==> src/rtl/rcv_coeff_ctrl.sv <==
// Coefficient bank controller for the 21-tap symmetric receive filter.
// Host writes a shadow bank; commit swaps it into the active bank on the next sample boundary.
//
// state | meaning
// IDLE  | accepting host writes; commit with a dirty shadow moves to PEND
// PEND  | swap requested; waiting for samp_en, writes are stalled
module rcv_coeff_ctrl #(
    parameter int NTAPS = 11,
    parameter int CW    = 18
) (
    input  logic                  clk,
    input  logic                  reset,
    input  logic                  samp_en,
    input  logic                  wr_valid,
    output logic                  wr_ready,
    input  logic [3:0]            wr_addr,
    input  logic [CW-1:0]         wr_data,
    input  logic                  commit,
    input  logic [1:0]            mode,
    input  logic [3:0]            rd_addr,
    input  logic                  rd_sel,
    output logic [CW-1:0]         rd_data,
    output logic [NTAPS*CW-1:0]   coef_flat,
    output logic                  busy,
    output logic                  swap_done,
    output logic                  err
);

    typedef enum logic {IDLE, PEND} state_t;

    localparam logic [3:0]    NTAPS_A  = 4'(NTAPS);
    localparam logic [CW-1:0] IMPULSE  = {1'b0, {(CW-1){1'b1}}};
    localparam logic [CW-1:0] FLAT_VAL = CW'(8192);

    state_t               state, state_nxt;
    logic [CW-1:0]        shadow [NTAPS];
    logic [CW-1:0]        active [NTAPS];
    logic                 dirty;
    logic [1:0]           mode_q;
    logic                 wr_acc, wr_hit, do_swap, err_set;
    logic [NTAPS*CW-1:0]  coef_nxt;

    always_comb begin
        state_nxt = state;
        wr_ready  = 1'b0;
        busy      = 1'b0;
        do_swap   = 1'b0;
        wr_acc    = 1'b0;
        wr_hit    = 1'b0;
        err_set   = 1'b0;
        case (state)
            IDLE: begin
                wr_ready = 1'b1;
                wr_acc   = wr_valid;
                wr_hit   = wr_valid && (wr_addr < NTAPS_A);
                if (wr_acc && !wr_hit)
                    err_set = 1'b1;
                // a write on the commit cycle belongs to the committed set
                if (commit) begin
                    if (dirty || wr_hit)
                        state_nxt = PEND;
                    else
                        err_set = 1'b1;
                end
            end
            PEND: begin
                busy = 1'b1;
                if (samp_en) begin
                    do_swap   = 1'b1;
                    state_nxt = IDLE;
                end
            end
            default: state_nxt = IDLE;
        endcase
    end

    // Pattern is built from the post-swap active bank and the mode being captured.
    always_comb begin
        coef_nxt = '0;
        for (int i = 0; i < NTAPS; i++) begin
            case (mode)
                2'd0: coef_nxt[i*CW +: CW] = do_swap ? shadow[i] : active[i];
                2'd1: coef_nxt[i*CW +: CW] = (i == NTAPS-1) ? IMPULSE : '0;
                2'd2: coef_nxt[i*CW +: CW] = FLAT_VAL;
                default: coef_nxt[i*CW +: CW] = '0;
            endcase
        end
    end

    always_ff @(posedge clk or negedge reset) begin
        if (!reset) begin
            state     <= IDLE;
            dirty     <= 1'b0;
            mode_q    <= 2'd0;
            swap_done <= 1'b0;
            err       <= 1'b0;
            rd_data   <= '0;
            coef_flat <= '0;
            for (int i = 0; i < NTAPS; i++) begin
                shadow[i] <= '0;
                active[i] <= '0;
            end
        end else begin
            state     <= state_nxt;
            swap_done <= do_swap;
            if (err_set)
                err <= 1'b1;
            if (wr_hit) begin
                shadow[wr_addr] <= wr_data;
                dirty           <= 1'b1;
            end
            if (do_swap) begin
                for (int i = 0; i < NTAPS; i++)
                    active[i] <= shadow[i];
                dirty <= 1'b0;
            end
            if (samp_en) begin
                mode_q    <= mode;
                coef_flat <= coef_nxt;
            end
            if (rd_addr < NTAPS_A)
                rd_data <= rd_sel ? shadow[rd_addr] : active[rd_addr];
            else
                rd_data <= '0;
        end
    end

endmodule

==> config.mk <==
export PLATFORM = sky130hd
export DESIGN_NAME = rcv_coeff_ctrl
export DESIGN_NICKNAME = d
export VERILOG_FILES = /design/src/rtl/rcv_coeff_ctrl.sv
export SDC_FILE = /design/constraint.sdc
export NUM_CORES = 1
export LEC_CHECK = 0
export CAP_MARGIN = 0
export CORE_MARGIN = 10
export CORE_UTILIZATION = 55
export CTS_BUF_LIST = sky130_fd_sc_hd__clkbuf_4 sky130_fd_sc_hd__clkbuf_8
export DETAILED_ROUTE_END_ITERATION = 8
export PLACE_DENSITY_LB_ADDON = 0.2
export SETUP_SLACK_MARGIN = 0.15
export SLEW_MARGIN = 5
export SYNTH_ARGS = -nofsm -noshare
export SYNTH_HDL_FRONTEND = slang
export SYNTH_SLANG_ARGS = --single-unit
export TNS_END_PERCENT = 10
==> constraint.sdc <==
create_clock -name clk -period 3 [get_ports clk]
set_clock_uncertainty 0.05 [all_clocks]
set_input_delay 0.6 -clock clk [delete_from_list [all_inputs] [get_ports clk]]
set_output_delay 0.6 -clock clk [all_outputs]
set_load 0.1 [all_outputs]
==> Slide: Implementation Results <==
Run Summary

Place
  • DP Worst Slack: 0.0257 ns
  • DP Cell Count: 2891
  • Gpl congestion: 0.956

Layout
  • Ant. Diodes: 2
  • Multi-input combinational cell count: 1161
  • Post-layout util: 0.662
  • Sequential cell count: 616
  • CLK BUF: 167

Synthesis
  • Yosys stat area: 26700 µm²
  • Cell count after synthesis: 2124
  • Synthesized cell area: 26700 µm²
  • Post-Syn Area per Cell: 12.6 µm²
  • Yosys warnings: 0
  • Mux share: 0.231
  • Seq share, synth: 0.577
  • Nets at Floorplan: 2161
  • Simple Share, Synth: 0.0555
  • Yosys xor share: 0
  • Ys flops: 616
  • # Cells Yosys: 2124

Run status
  • Outcome: finished clean

Global routing
  • Initial antenna violation count: 7
  • First-pass GRT wire length: 118000 µm

Critical path
  • CP Data Arrival Time: 1.91 ns
  • Crit path max fanout: 7
  • Reg-to-reg critical path endpoint: coef_flat[103]
  • Crit path DRT: 2.35 ns
  • Critical Path Start: state
  • Cell mode on critical path: buf_4
  • Critical Path Max Stage Delay: 0.55 ns

CTS
  • Root buf cell: clkbuf_8

Final timing
  • Hold slack final: 0.387 ns
  • Final worst setup slack: 0.435 ns
  • Setup TNS: 0 ns
  • Slew @ Worst Pin: 1.07 ns

Power and ir drop
  • Top power group: registers
  • P_int: 0.0188 W
  • Clock Power Share: 0.253
  • Power Density: 972 nW/µm²

Die
  • Die extent in x: 240 µm

Routing
  • Final antenna-violating net count: 0
==> worst min path at each step <==
stage	start	depth (start not counted)	to
3_5_place_dp	err	2	err
5_1_grt	reset	2	coef_flat[185]
6_report	reset	2	coef_flat[185]
3_3_place_gp	err	2	err
4_1_cts	reset	2	coef_flat[165]
2_1_floorplan	reset	0	active[0]
==> sequential cells by signal, summed over array words and instances (netlist names) <==
name       count
coef_flat    198
rd_data       18
err            1
state          1
swap_done      1
shadow       198
active       198
dirty          1
==> repair_timing <==
item | in CTS | in global routing
hold buffers | 1 | 0
resized | 0 | 0
hold endpoints to repair | 49 | 0
==> metal layers <==
metal	wire (µm)	track usage	share of wire
met1	33800	0.375	0.43
met2	35800	0.408	0.46
met3	5780	0.0591	0.074
met4	3140	0.123	0.040
met5	38	0	0.00048
met1.png
Scale bar: 50 µm. Cells faint in the background.
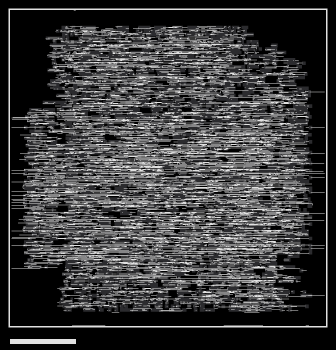
The wires run mostly horizontal. The layer holds 43% of the routed length.
grt met1 use: 0.375
Vias: 18400

met2.png
Cells faint in the background.
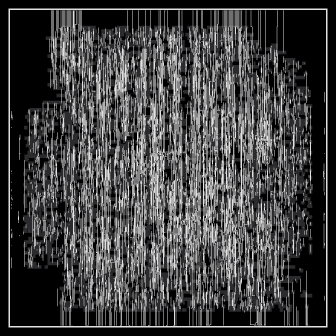
The layer carries 35.8 mm of wire. The wires run mostly vertical.
wirelength, routed: 78500 µm
M2 GR Usage: 0.408

met3.png
Scale bar: 50 µm. Cells faint in the background.
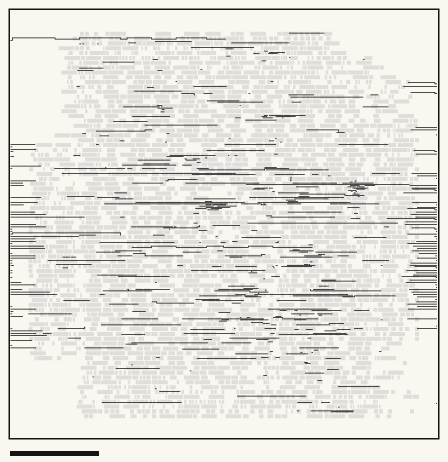
310 nets have wire on it. The longest straight run is 97.5 µm. The layer holds 7.4% of the routed length.
global-route met3 utilization: 0.0591

registers.png
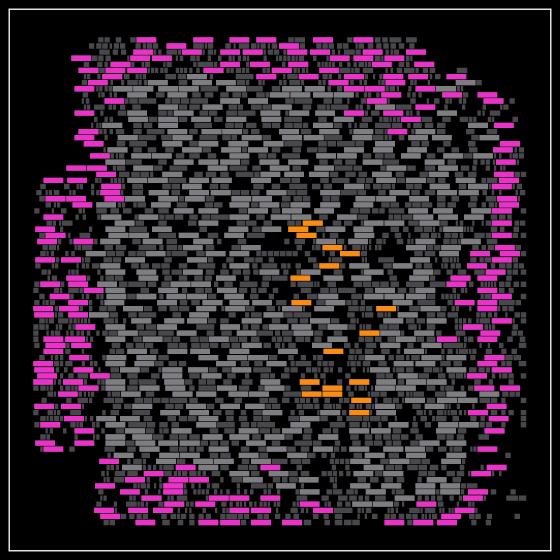
Key: magenta = `coef_flat` [sequential cells 198, where spread over the die]; orange = `rd_data` [sequential cells 18, where center]
Another 400 sequential cells are not colored.
FF+latch area: 15400 µm²
Seq area share: 0.487
Flop+latch power: 0.0125 W

Power and IR drop assume default switching activity.
